## src/rtl/neuron_mac_engine.sv

```systemverilog
// Multi-channel multiply-accumulate neuron: per-beat dot product, saturating
// frame accumulation, bias add and sign decision (1 = cat).
module neuron_mac_engine #(
    parameter int CHANNELS     = 3,
    parameter int PIXEL_WIDTH  = 8,
    parameter int WEIGHT_WIDTH = 5,
    parameter int BIAS_WIDTH   = 16,
    parameter int ACC_WIDTH    = 40,
    parameter int COUNT_WIDTH  = 12
) (
    input  logic                             clock,
    input  logic                             reset,
    input  logic                             clear,
    input  logic                             start,
    input  logic [COUNT_WIDTH-1:0]           beats,
    input  logic [BIAS_WIDTH-1:0]            bias,
    input  logic [CHANNELS*PIXEL_WIDTH-1:0]  x,
    input  logic [CHANNELS*WEIGHT_WIDTH-1:0] w,
    input  logic                             x_valid,
    output logic                             x_ready,
    output logic                             busy,
    output logic                             result_valid,
    output logic                             result,
    output logic [ACC_WIDTH-1:0]             acc_val,
    output logic                             overflow
);

    localparam int PSUM_W = PIXEL_WIDTH + WEIGHT_WIDTH + 1 + $clog2(CHANNELS);
    localparam int SUM_W  = ACC_WIDTH + 1;

    typedef enum logic [2:0] {IDLE, ACCUM, DRAIN, BIAS, DONE} state_t;

    state_t                         state;
    state_t                         state_next;
    logic [COUNT_WIDTH-1:0]         beats_q;
    logic [COUNT_WIDTH-1:0]         count;
    logic signed [BIAS_WIDTH-1:0]   bias_q;
    logic signed [PSUM_W-1:0]       psum_q;
    logic signed [PSUM_W-1:0]       lane_sum;
    logic                           pipe_valid;
    logic signed [ACC_WIDTH-1:0]    acc;
    logic signed [SUM_W-1:0]        addend;
    logic signed [SUM_W-1:0]        raw_sum;
    logic signed [ACC_WIDTH-1:0]    sat_sum;
    logic                           sat_hit;
    logic                           add_en;
    logic                           accept;
    logic                           last_beat;
    logic                           frame_start;

    assign frame_start = (state == IDLE) && start && !clear;
    assign last_beat   = (count == beats_q - COUNT_WIDTH'(1));
    assign accept      = x_ready && x_valid;
    assign acc_val     = acc;

    always_ff @(posedge clock or negedge reset) begin
        if (!reset) begin
            state <= IDLE;
        end else begin
            state <= state_next;
        end
    end

    // clear overrides every transition; x_ready drops in the same cycle so no beat slips in
    always_comb begin
        state_next   = state;
        x_ready      = 1'b0;
        busy         = (state != IDLE);
        result_valid = 1'b0;
        case (state)
            IDLE: begin
                if (start) begin
                    state_next = (beats == '0) ? BIAS : ACCUM;
                end
            end
            ACCUM: begin
                x_ready = 1'b1;
                if (x_valid && last_beat) begin
                    state_next = DRAIN;
                end
            end
            DRAIN:   state_next = BIAS;
            BIAS:    state_next = DONE;
            DONE: begin
                result_valid = 1'b1;
                state_next   = IDLE;
            end
            default: state_next = IDLE;
        endcase
        if (clear) begin
            state_next = IDLE;
            x_ready    = 1'b0;
        end
    end

    // Stage 1: full-width dot product of one beat, pixels treated as unsigned
    always_comb begin
        lane_sum = '0;
        for (int i = 0; i < CHANNELS; i++) begin
            lane_sum = lane_sum
                + PSUM_W'($signed({1'b0, x[i*PIXEL_WIDTH +: PIXEL_WIDTH]}))
                * PSUM_W'($signed(w[i*WEIGHT_WIDTH +: WEIGHT_WIDTH]));
        end
    end

    // One shared saturating adder: bias in BIAS, otherwise the pipelined partial sum
    always_comb begin
        add_en  = pipe_valid || (state == BIAS);
        addend  = (state == BIAS) ? SUM_W'(bias_q) : SUM_W'(psum_q);
        raw_sum = SUM_W'(acc) + addend;
        sat_hit = (raw_sum[ACC_WIDTH] != raw_sum[ACC_WIDTH-1]);
        if (!sat_hit) begin
            sat_sum = raw_sum[ACC_WIDTH-1:0];
        end else if (raw_sum[ACC_WIDTH]) begin
            sat_sum = {1'b1, {(ACC_WIDTH-1){1'b0}}};
        end else begin
            sat_sum = {1'b0, {(ACC_WIDTH-1){1'b1}}};
        end
    end

    always_ff @(posedge clock or negedge reset) begin
        if (!reset) begin
            beats_q    <= '0;
            bias_q     <= '0;
            count      <= '0;
            psum_q     <= '0;
            pipe_valid <= 1'b0;
            acc        <= '0;
            overflow   <= 1'b0;
            result     <= 1'b0;
        end else if (clear) begin
            pipe_valid <= 1'b0;
        end else if (frame_start) begin
            beats_q    <= beats;
            bias_q     <= bias;
            count      <= '0;
            pipe_valid <= 1'b0;
            acc        <= '0;
            overflow   <= 1'b0;
        end else begin
            pipe_valid <= accept;
            if (accept) begin
                psum_q <= lane_sum;
                count  <= count + COUNT_WIDTH'(1);
            end
            if (add_en) begin
                acc <= sat_sum;
                if (sat_hit) begin
                    overflow <= 1'b1;
                end
                if (state == BIAS) begin
                    result <= ~sat_sum[ACC_WIDTH-1];
                end
            end
        end
    end

endmodule

```

## config.mk

```make
export PLATFORM = sky130hd
export DESIGN_NAME = neuron_mac_engine
export DESIGN_NICKNAME = d
export VERILOG_FILES = /design/src/rtl/neuron_mac_engine.sv
export SDC_FILE = /design/constraint.sdc
export NUM_CORES = 1
export LEC_CHECK = 0
export CORE_MARGIN = 1
export CORE_UTILIZATION = 50
export CTS_BUF_LIST = sky130_fd_sc_hd__clkbuf_4 sky130_fd_sc_hd__clkbuf_8
export DETAILED_ROUTE_END_ITERATION = 8
export HOLD_SLACK_MARGIN = 0.06
export PLACE_DENSITY = 0.79
export REMOVE_ABC_BUFFERS = 1
export SLEW_MARGIN = 20
export SYNTH_ARGS = -nofsm -noshare
export SYNTH_HDL_FRONTEND = slang
export SYNTH_SLANG_ARGS = --single-unit
```

## constraint.sdc

```tcl
create_clock -name clock -period 4 [get_ports clock]
set_input_delay 0.8 -clock clock [delete_from_list [all_inputs] [get_ports clock]]
set_output_delay 0.8 -clock clock [all_outputs]
set_load 0.1 [all_outputs]
```

==> changes_impl.md, run 1 <==
### Changed

- Clock-cell share of area: 0.0131
- Critical register-to-register path startpoint: state[0]$_DFFE_PN0P_
- Clock Buffer Count: 10
- Placeable Area: roughly 23000 µm²
- Number of nets at the end of the flow: 1802
- Top cells excl fill/tap: sky130_fd_sc_hd__inv_1, sky130_fd_sc_hd__nand2_1, sky130_fd_sc_hd__buf_4, sky130_fd_sc_hd__dfrtp_1, sky130_fd_sc_hd__fa_1
- Initial antenna violation count: 0
- Cells on worst reg2reg path: 14
- Cell type contributing the most total cell area after synthesis: sky130_fd_sc_hd__dfrtp_1
- DR pass1 iterations: 5
- Clock network latency to the later pin of the worst-skew pair: ~0.40 ns
- Number of remaining DRC errors: 0
- Failing checks: setup timing
- Flip-flops with a built-in enable: 0
- Status: finished, violations left
- Chip area from the yosys synthesis statistics: around 12000 µm²
- Post-Route Hold Slack: between 0.4 and 0.5 ns
- Share of flip-flops with an asynchronous set or reset after synthesis: 1.00
- Tightest Hold Check Type: input port to async pin
- Unrepaired setup endpoints after global routing: true
- ANT cells: 0
- Synth area leaders: sky130_fd_sc_hd__dfrtp_1, sky130_fd_sc_hd__fa_1, sky130_fd_sc_hd__ha_1, sky130_fd_sc_hd__inv_1, sky130_fd_sc_hd__nand2_1
- Chip area: between 20000 and 25000 µm²
- Non-clock buffer share of cell area: 0.160
- Detailed-route vias per instance: 5.55
- Top-level port count: about 120
- Sequential cell area in the final layout: roughly 2600 µm²
- Count of final max-slew check failures: 0
- Fill cell instance count of the final layout: 1743
- Logic area: 8890 µm²
- Final Core Density: 0.660
- Crit path from: w[4]
- Logic share of the area: 0.591
- Most numerous cell types in the synthesized netlist: sky130_fd_sc_hd__inv_1, sky130_fd_sc_hd__nand2_1, sky130_fd_sc_hd__ha_1
- Count of final hold-check violations: 0
- Critical path's top delay family: adder cells
- Worst EP arrival: 6.07 ns
- Most frequent cell on the critical path: sky130_fd_sc_hd__fa_1
- Final setup violation count: 14
- Global-route wire length before repair: roughly 50000 µm
- Num CTS Buffers: 9
- Fin area: roughly 15000 µm²
- Sequential share of cell area: 0.170
- PnR worst setup slack: -1.78 ns
- Biggest area consumer among cell classes: multi-input combinational cells
- Clock tree from TritonCTS: done
- Fmax: ~0.17 GHz
- Post-place setup slack: -2.87 ns
- Detailed Place HPWL: 23700 µm
- Worst r2r dst: acc_val[17]$_DFFE_PN0P_
- Most used standard cell by instance count after synthesis: sky130_fd_sc_hd__inv_1
- Area Overhead vs Synth: 28.7%
- Startpoint class of the critical path: input port
- Setup clock skew after layout: between 0.01 and 0.015 ns
run 1: layer usage:
metal	up-vias	global-route usage	wire, µm
li1	4820	-	-
met1	4981	0.338	13400
met2	304	0.443	15100
met3	75	0.0348	1450
met4	0	0.0905	1030
met5	-	0	0
run 1: worst reg2reg max path: stages (launching register included):
cell and delay [ns]:
sky130_fd_sc_hd__dfrtp_1 0.39, sky130_fd_sc_hd__nand2_2 0.07, sky130_fd_sc_hd__or2_4 0.30, sky130_fd_sc_hd__mux2_4 0.40, sky130_fd_sc_hd__ha_4 0.28, sky130_fd_sc_hd__and3_4 0.16
sky130_fd_sc_hd__a221o_1 0.40, sky130_fd_sc_hd__a2111oi_4 0.32, sky130_fd_sc_hd__o2bb2ai_2 0.18, sky130_fd_sc_hd__a21oi_2 0.11, sky130_fd_sc_hd__a311oi_4 0.36, sky130_fd_sc_hd__xnor2_4 0.18
sky130_fd_sc_hd__o21ai_4 0.29, sky130_fd_sc_hd__clkbuf_16 0.25, sky130_fd_sc_hd__a22oi_2 0.09
run 1: registers in the layout, indices dropped and copies added, names as in the netlist:
signal,flops
acc_val,40
beats_q,12
bias_q,16
result,1
pipe_valid,1
count,12
psum_q,16
state,3
overflow,1
run 1: cell families (layout without fill, tap and decap cells):
logic type               after synthesis  count (layout)  synth area share
multiplexers                          43              43            0.0413
AND-OR/OR-AND                        278             278             0.161
AND/OR/NAND/NOR                      373             373             0.152
XOR/XNOR                              77              77            0.0609
adder cells (fa/ha/maj)              214             214             0.297
buffers and inverters                198             435            0.0691
flip-flops                           102             102             0.218
run 1: metrics by stage:
stage	setup TNS [ns]
after global routing	-22.64
after global placement	-31.39
after floorplan	-105.13
after CTS	-17.68
final	-18.02
after detailed placement	-33.71
### A small window of the routed layout, run 1

Window x 57 to 97, y 57 to 97 µm. Cells in gray, sequential cells in the stronger gray; small squares are vias.
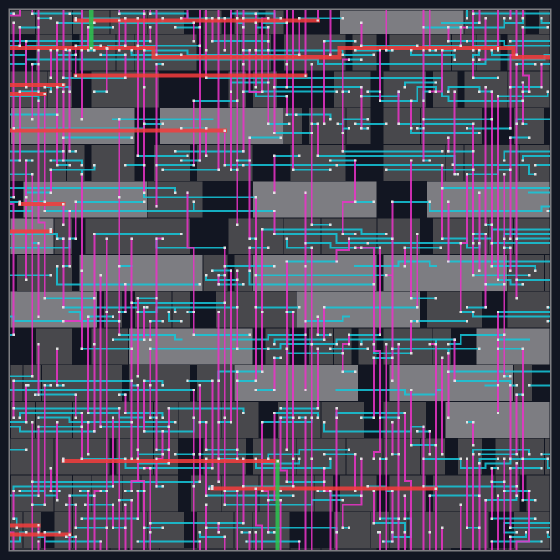
legend:
  cyan:
    layer: M1
  red:
    layer: M3
  magenta:
    layer: M2
  green:
    layer: M4
sequential cells in the window: 16
most frequent: dfrtp_1 (16), buf_4 (16), nand2_1 (13)
netlist names of flops here include: psum_q (9), bias_q (5), acc_val (2)
cells with their middle in the window: 144

### Wiring by layer, run 1

(2 px per µm) Only two layers are drawn.
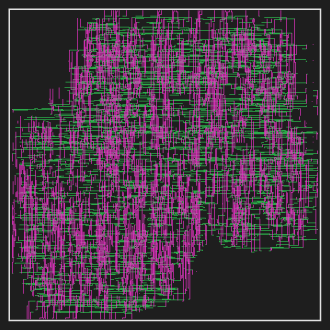
legend:
  magenta:
    layer: M2
    wire_length: 15100 µm
  green:
    layer: M1
    wire_length: 13400 µm
overall track demand over capacity in global routing: 0.259
via count of the routed design: 10180
routed len/inst: 16.8 µm
total wire length after detailed routing: 30900 µm

### Pin map, run 1

(3 px per µm) Pins as bars across the die edge, other pins in gray.
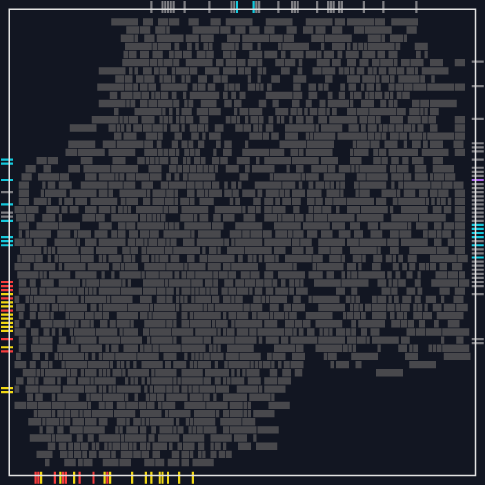
legend:
  purple:
    port: overflow
    pins: 1
    direction: output
    edge: right
  yellow:
    port: x
    pins: 24
    direction: input
    edge: 13 bottom, 11 left
  cyan:
    port: bias
    pins: 16
    direction: input
    edge: 8 left, 6 right, 2 top
  red:
    port: w
    pins: 15
    direction: input
    edge: 8 bottom, 7 left
all pins by edge: 40 right, 29 left, 27 top, 21 bottom
number of I/O port buffers: 116
die span in y: 155 µm
Die Wd: 155 µm

### Cell outlines without signal wires, run 1

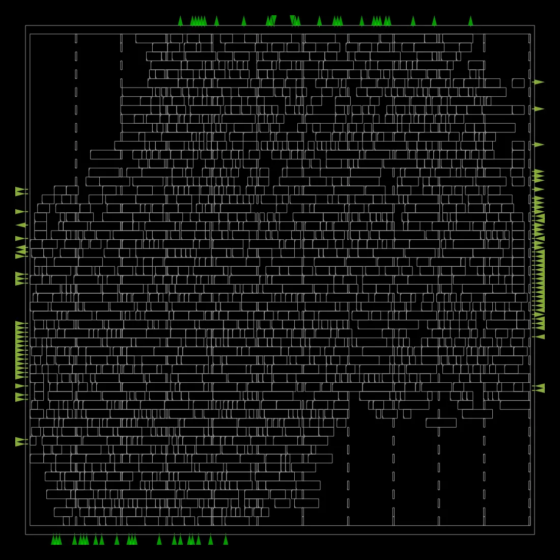

==> inputs of run 2 (changes only) <==
Settings changed: TNS_END_PERCENT from default to 10.
### Cell outlines without signal wires, run 2

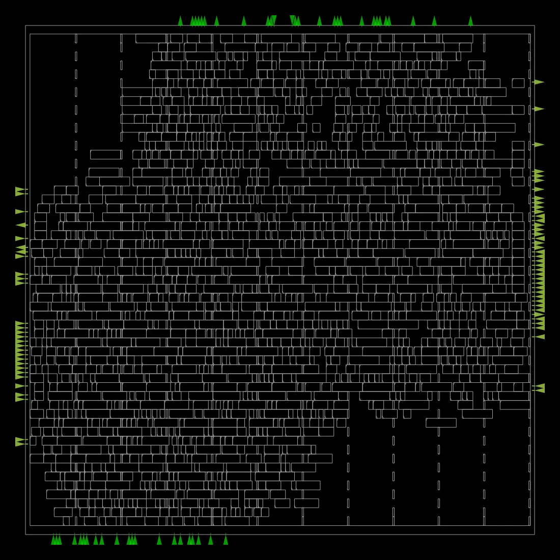
tap cell count: 313
num sequential: 102

### Metal 2, run 2

(2 px per µm) Cells faint in the background.
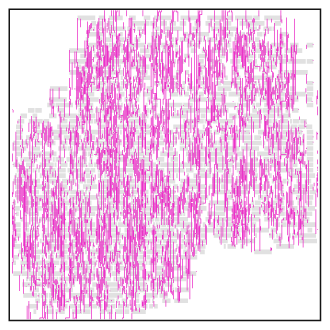
longest straight run: 56.8 µm
nets with wire on the layer: 1579
share of all routed wire: 48%
main direction: vertical
met2 capacity usage during global routing: 0.438
total wire length after detailed routing: 29700 µm
via count of the routed design: 10065

==> changes_impl.md, run 2 <==
### Changed

- Status: finished, violations left (unchanged)
- Failing checks: setup timing (unchanged)
- Type of the worst setup path: input port to flip-flop (unchanged)
- DR pass1 iterations: 5 (unchanged)
- Slew @ Worst Pin: 1.03 ns (was 1.02 ns)
- List of cells traversed by the critical path: buf_8 > clkinv_4 > buf_6 > nor2_4 > fa_1 > inv_2 > fa_1 > inv_2 > fa_1 > fa_1 > fa_1 > inv_2 > fa_1 > inv_1 > ha_2 > or3_4 > o311ai_4 > buf_6 > a21oi_4 > or2_4 > a21oi_4 > xor2_2 > o21ai_1
- Post-Route Hold Slack: 0.484 ns (was 0.480 ns)
- Largest register FFs: 40 (unchanged)
- Initial antenna violation count: 0 (unchanged)
- Worst EP arrival: 6.08 ns (was 6.07 ns)
- Global-route wire length before repair: 49600 µm (was 50000 µm)
- Synth area leaders: sky130_fd_sc_hd__dfrtp_1, sky130_fd_sc_hd__fa_1, sky130_fd_sc_hd__ha_1, sky130_fd_sc_hd__inv_1, sky130_fd_sc_hd__nand2_1 (unchanged)
- Placeable Area: 22800 µm² (unchanged)
- # clock sinks: 102 (unchanged)
- PnR worst setup slack: -1.79 ns (was -1.78 ns)
- ANT cells: 0 (unchanged)
- Count of placed standard cells including taps: 1795 (unchanged)
- Cell area after technology mapping: 11700 µm² (unchanged)
- Post-route fraction of the period consumed by the critical path: 1.45 (about the same)
- Synth unique cells: 74 (unchanged)
- Clock tree from TritonCTS: done (unchanged)
- Detailed Place HPWL: 23700 µm (unchanged)
- Die Wd: 155 µm (unchanged)
- Cell count in the Yosys report: 1285 (unchanged)
- Share of flip-flops with an asynchronous set or reset after synthesis: 1.00 (unchanged)
- Number of I/O port buffers: 116 (unchanged)
- Area after DPL: 14000 µm² (unchanged)
- Top-level port count: 117 (unchanged)
- Num CTS Buffers: 9 (unchanged)
- Dominant logic cell type in the layout: sky130_fd_sc_hd__inv_1 (unchanged)
- Synth Area per Inst: 9.10 µm² (unchanged)
- Count of final max-slew check failures: 0 (unchanged)
- Cell with the largest stage delay on the worst path: sky130_fd_sc_hd__fa_1 (unchanged)
- Cell type contributing the most total cell area after synthesis: sky130_fd_sc_hd__dfrtp_1 (unchanged)
- Max capacitance violation total: 0 (unchanged)
- Total number of yosys warnings: 0 (unchanged)
- Critical path's top delay family: adder cells (unchanged)
- Routed len/inst: 16.3 µm (was 16.8 µm)
- Final Core Density: 0.639 (was 0.660)
- Most numerous cell types in the synthesized netlist: sky130_fd_sc_hd__inv_1, sky130_fd_sc_hd__nand2_1, sky130_fd_sc_hd__ha_1 (unchanged)
- Initial drt markers: 537 (was 678)
- Post-place setup slack: -2.87 ns (unchanged)
- Top cells excl fill/tap: sky130_fd_sc_hd__inv_1, sky130_fd_sc_hd__nand2_1, sky130_fd_sc_hd__buf_4, sky130_fd_sc_hd__dfrtp_1, sky130_fd_sc_hd__ha_1 (was sky130_fd_sc_hd__inv_1, sky130_fd_sc_hd__nand2_1, sky130_fd_sc_hd__buf_4, sky130_fd_sc_hd__dfrtp_1, sky130_fd_sc_hd__fa_1)
- Die span in y: 155 µm (unchanged)
- Unrepaired setup endpoints after global routing: true (unchanged)
- Fmax: 0.173 GHz (about the same)
- Area leader share: 0.218 (unchanged)
- Clock-pin slew on the worst setup and hold paths: 0.11 ns (about the same)
- Vias in the first global route: 10367 (was 10432)
- Number of routed nets with antenna violations: 0 (unchanged)
- Final TNS setup: -18.14 ns (was -18.02 ns)
- Bufs and invs on worst path: 8 (was 10)
- Crit path DRT: 4.29 ns (about the same)
- Number of nets at the end of the flow: 1786 (was 1802)
- Clock network latency to the later pin of the worst-skew pair: 0.40 ns (about the same)
- Clock tree root buffer cell: sky130_fd_sc_hd__clkbuf_8 (unchanged)
- Number of remaining DRC errors: 0 (unchanged)
- Count of final hold-check violations: 0 (unchanged)
- Number of standard cells in the final layout excluding fillers: 1819 (was 1835)
- Most frequent cell on the critical path: sky130_fd_sc_hd__fa_1 (unchanged)
- Setup clock skew after layout: 0.0114 ns (was 0.0107 ns)
- Area Overhead vs Synth: 24.5% (was 28.7%)
- Hold buffer count at cts: 0 (unchanged)
- Fin area: 14600 µm² (was 15000 µm²)
- OpenROAD warning count: 36 (unchanged)
- Tightest Hold Check Type: input port to async pin (unchanged)
- Chip area from the yosys synthesis statistics: 11700 µm² (unchanged)
- Flip-flops with a built-in enable: 0 (unchanged)
- Chip area: 24000 µm² (unchanged)
- Core Density at Floorplan: 0.513 (unchanged)
- Clock period minus worst slack: 5.79 ns (was 5.78 ns)
- Biggest fanout along the worst timing path: 2 (was 4)
- Startpoint class of the critical path: input port (unchanged)
- Logic area: 8640 µm² (was 8890 µm²)
- Register area share after synthesis: 0.218 (unchanged)
- Final weighted congestion of routability-driven global placement: 0.942 (unchanged)
- Final setup violation count: 14 (unchanged)
- Most used standard cell by instance count after synthesis: sky130_fd_sc_hd__inv_1 (unchanged)
- Fill cell instance count of the final layout: 1835 (was 1743)
- Overall track demand over capacity in global routing: 0.257 (was 0.259)
- Sequential cell area in the final layout: 2550 µm² (unchanged)
- Detailed-route vias per instance: 5.53 (was 5.55)
## run 2: cell counts after synthesis
Identical to the previous run, type by type.
## run 2: timing repair
action	CTS	global route
setup buffers	5	3
gates cloned	0	0
resized	232	36
setup endpoints to repair	49	53
pin swaps	54	26
## run 2: worst paths after layout
check / start / end / slack, ns / cells after the start
setup / recovery: w[4] / psum_q[11]$_DFFE_PN0P_ / -1.79 / 23
hold / removal: reset / beats_q[2]$_DFFE_PN0P_ / 0.48 / 1
setup reg to reg: state[1]$_DFFE_PN0P_ / acc_val[14]$_DFFE_PN0P_ / 0.12 / 14
hold reg to reg: psum_q[5]$_DFFE_PN0P_ / psum_q[5]$_DFFE_PN0P_ / 0.49 / 2
max in group asynchronous: reset / acc_val[17]$_DFFE_PN0P_ / 2.70 / 2
min in group clock: psum_q[5]$_DFFE_PN0P_ / psum_q[5]$_DFFE_PN0P_ / 0.49 / 2
## run 2: logic make-up after synthesis
logic type | after synthesis | share of synthesized area
AND/OR/NAND/NOR | 373 | 0.152
buffers and inverters | 198 | 0.0691
XOR/XNOR | 77 | 0.0609
flip-flops | 102 | 0.218
multiplexers | 43 | 0.0413
adder cells (fa/ha/maj) | 214 | 0.297
AND-OR/OR-AND | 278 | 0.161
## run 2: metal layers
layer	wire, µm	GRT usage	up-vias
li1	-	-	4801
met1	13100	0.334	4948
met2	14400	0.438	253
met3	1250	0.0351	63
met4	967	0.0919	0
met5	0	0	-
## run 2: final cells by class
cell class              instances  area share
multi-input cells             985       0.593
flip-flops and latches        102       0.175
repair buffers                246       0.150
inverters                     157      0.0408
well taps                     313      0.0269
clock buffers                  10     0.00945
clock inverters                 6     0.00404
### Wiring by layer, run 2

(2 px per µm) Only two layers are drawn.
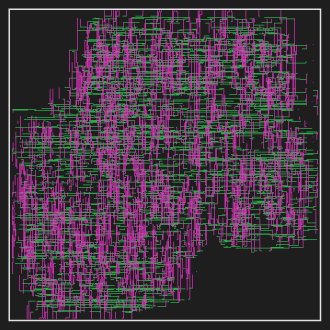

==> inputs of run 3 (changes only) <==
Settings changed: HOLD_SLACK_MARGIN 0.06 to 0.12.
Clock period 4 ns to 4.86 ns, I/O delays scaled along.
### Wiring by layer, run 3

(2 px per µm) Only two layers are drawn.
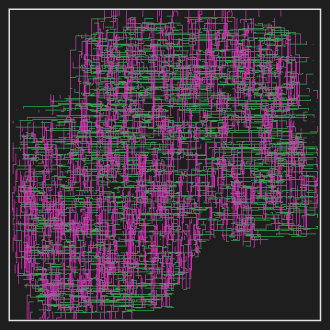
legend:
  magenta:
    layer: M2
    wire_length: 14100 µm
  green:
    layer: M1
    wire_length: 12900 µm
via count of the routed design: 9835
routed len/inst: 16.2 µm

==> changes_impl.md, run 3 <==
### Changed

- PnR worst setup slack: -0.956 ns (was -1.79 ns)
- Number of remaining DRC errors: 0 (unchanged)
- Number of I/O port buffers: 116 (unchanged)
- Most used routing layer: met2 (unchanged)
- GR Util met1: 0.324 (was 0.334)
- Tap cell count: 313 (unchanged)
- Setup clock skew after layout: 0.0205 ns (was 0.0114 ns)
- Sequential share of cell area: 0.180 (was 0.175)
- Register area share after synthesis: 0.218 (unchanged)
- Max capacitance violation total: 0 (unchanged)
- Cell count in the Yosys report: 1285 (unchanged)
- Final TNS setup: -8.01 ns (was -18.14 ns)
- Post-route fraction of the period consumed by the critical path: 1.20
- Non-clock buffer total of the final layout: 214 (was 246)
- Cell area after technology mapping: 11700 µm² (unchanged)
- Clock Buffer Count: 10 (unchanged)
- Global-route wire length before repair: 48300 µm (was 49600 µm)
- Highest metal layer with signal wires: met4 (unchanged)
- Non-clock buffer share of cell area: 0.132 (was 0.150)
- Met2 capacity usage during global routing: 0.435 (was 0.438)
- Number of nets at the end of the flow: 1754 (was 1786)
- Chip area from the yosys synthesis statistics: 11700 µm² (unchanged)
- Top cells excl fill/tap: sky130_fd_sc_hd__inv_1, sky130_fd_sc_hd__nand2_1, sky130_fd_sc_hd__fa_1, sky130_fd_sc_hd__ha_1, sky130_fd_sc_hd__dfrtp_1 (was sky130_fd_sc_hd__inv_1, sky130_fd_sc_hd__nand2_1, sky130_fd_sc_hd__buf_4, sky130_fd_sc_hd__dfrtp_1, sky130_fd_sc_hd__ha_1)
- Detailed Place HPWL: 23100 µm (was 23700 µm)
- Fmax: between 0.15 and 0.2 GHz
- Slew @ Worst Pin: 1.05 ns (was 1.03 ns)
- Synth area leaders: sky130_fd_sc_hd__dfrtp_1, sky130_fd_sc_hd__fa_1, sky130_fd_sc_hd__ha_1, sky130_fd_sc_hd__inv_1, sky130_fd_sc_hd__nand2_1 (unchanged)
- Failing checks: setup timing (unchanged)
- Clock-pin slew on the worst setup and hold paths: 0.10 ns (was 0.11 ns)
- Clock period minus worst slack: ~5.8 ns
- Status: finished, violations left (unchanged)
- Chip area: 24000 µm² (unchanged)
- Most frequent cell on the critical path: sky130_fd_sc_hd__fa_1 (unchanged)
- Total number of yosys warnings: 0 (unchanged)
- Hold buffer count at cts: 0 (unchanged)
- Post-place setup slack: -2.15 ns (was -2.87 ns)
- Logic area: 8610 µm² (was 8640 µm²)
- Synth Area per Inst: 9.10 µm² (unchanged)
- Initial antenna violation count: 0 (unchanged)
- Critical path's top delay family: adder cells (unchanged)
- Count of final max-slew check failures: 0 (unchanged)
- Crit path DRT: 5.14 ns (was 4.29 ns)
- Number of combinational gates with multiple inputs: 985 (unchanged)
- Length of routed wiring on met1: 12900 µm (was 13100 µm)
- Biggest area consumer among cell classes: multi-input combinational cells (unchanged)
- Core Density at Floorplan: 0.513 (unchanged)
- Final setup violation count: 12 (was 14)
- OpenROAD warning count: 36 (unchanged)
- Synth unique cells: 74 (unchanged)
- DR pass1 iterations: 5 (unchanged)
- Detailed-routed wire length on met2: 14100 µm (was 14400 µm)
- Clock tree root buffer cell: sky130_fd_sc_hd__clkbuf_8 (unchanged)
- Initial drt markers: 523 (was 537)
- Wire length on met3: 1110 µm (was 1250 µm)
- Final Core Density: 0.625 (was 0.639)
- Cell type contributing the most total cell area after synthesis: sky130_fd_sc_hd__dfrtp_1 (unchanged)
- Top-level port count: 117 (unchanged)
- Number of routed nets with antenna violations: 0 (unchanged)
- Clock-cell share of area: 0.0137 (was 0.0135)
- Final weighted congestion of routability-driven global placement: 0.961 (was 0.942)
### Pin map, run 3

(3 px per µm) Pins as bars across the die edge, other pins in gray.
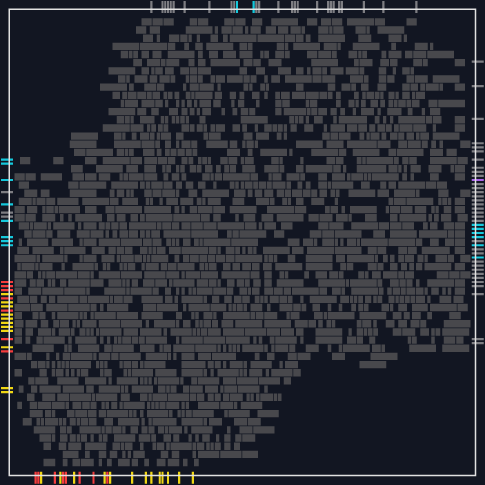
legend:
  yellow:
    port: x
    pins: 24
    direction: input
    edge: 13 bottom, 11 left
  purple:
    port: overflow
    pins: 1
    direction: output
    edge: right
  cyan:
    port: bias
    pins: 16
    direction: input
    edge: 8 left, 6 right, 2 top
  red:
    port: w
    pins: 15
    direction: input
    edge: 8 bottom, 7 left

-- run 3: path summary, 6_finish.rpt --
kind                                       start                       to  cells after the start  slack (ns)
max                                        w[10]   psum_q[13]$_DFFE_PN0P_                     21       -0.96
min                        psum_q[9]$_DFFE_PN0P_    psum_q[9]$_DFFE_PN0P_                      2        0.49
max reg2reg                 state[1]$_DFFE_PN0P_  acc_val[11]$_DFFE_PN0P_                     14        0.28
min reg2reg                psum_q[9]$_DFFE_PN0P_    psum_q[9]$_DFFE_PN0P_                      2        0.49
max in group asynchronous                  reset  acc_val[14]$_DFFE_PN0P_                      2        3.16
min in group asynchronous                  reset   beats_q[2]$_DFFE_PN0P_                      1        0.66
-- run 3: logic make-up (layout without fill, tap and decap cells) --
logic type / Yosys count / in the layout / synth area share
simple gates: 373 / 373 / 0.152
buf+inv: 198 / 387 / 0.0691
compound gates: 278 / 278 / 0.161
mux: 43 / 43 / 0.0413
flops: 102 / 102 / 0.218
xor+xnor: 77 / 77 / 0.0609
fa+ha+maj: 214 / 214 / 0.297
-- run 3: what timing repair did --
item	in CTS	in global routing
setup buffers	4	3
endpoints found under the setup margin	13	36
gates resized	232	39
pin swaps	67	33
gates cloned	0	0
-- run 3: stage by stage --
| stage | area (µm²) | instances |
|---|---|---|
| floorplan | 11500 | 1244 |
| global placement | 13700 | 1763 |
| detailed placement | 13700 | 1763 |
| CTS | 14100 | 1783 |
| global route | 14200 | 1787 |
| finish | 14200 | 1787 |
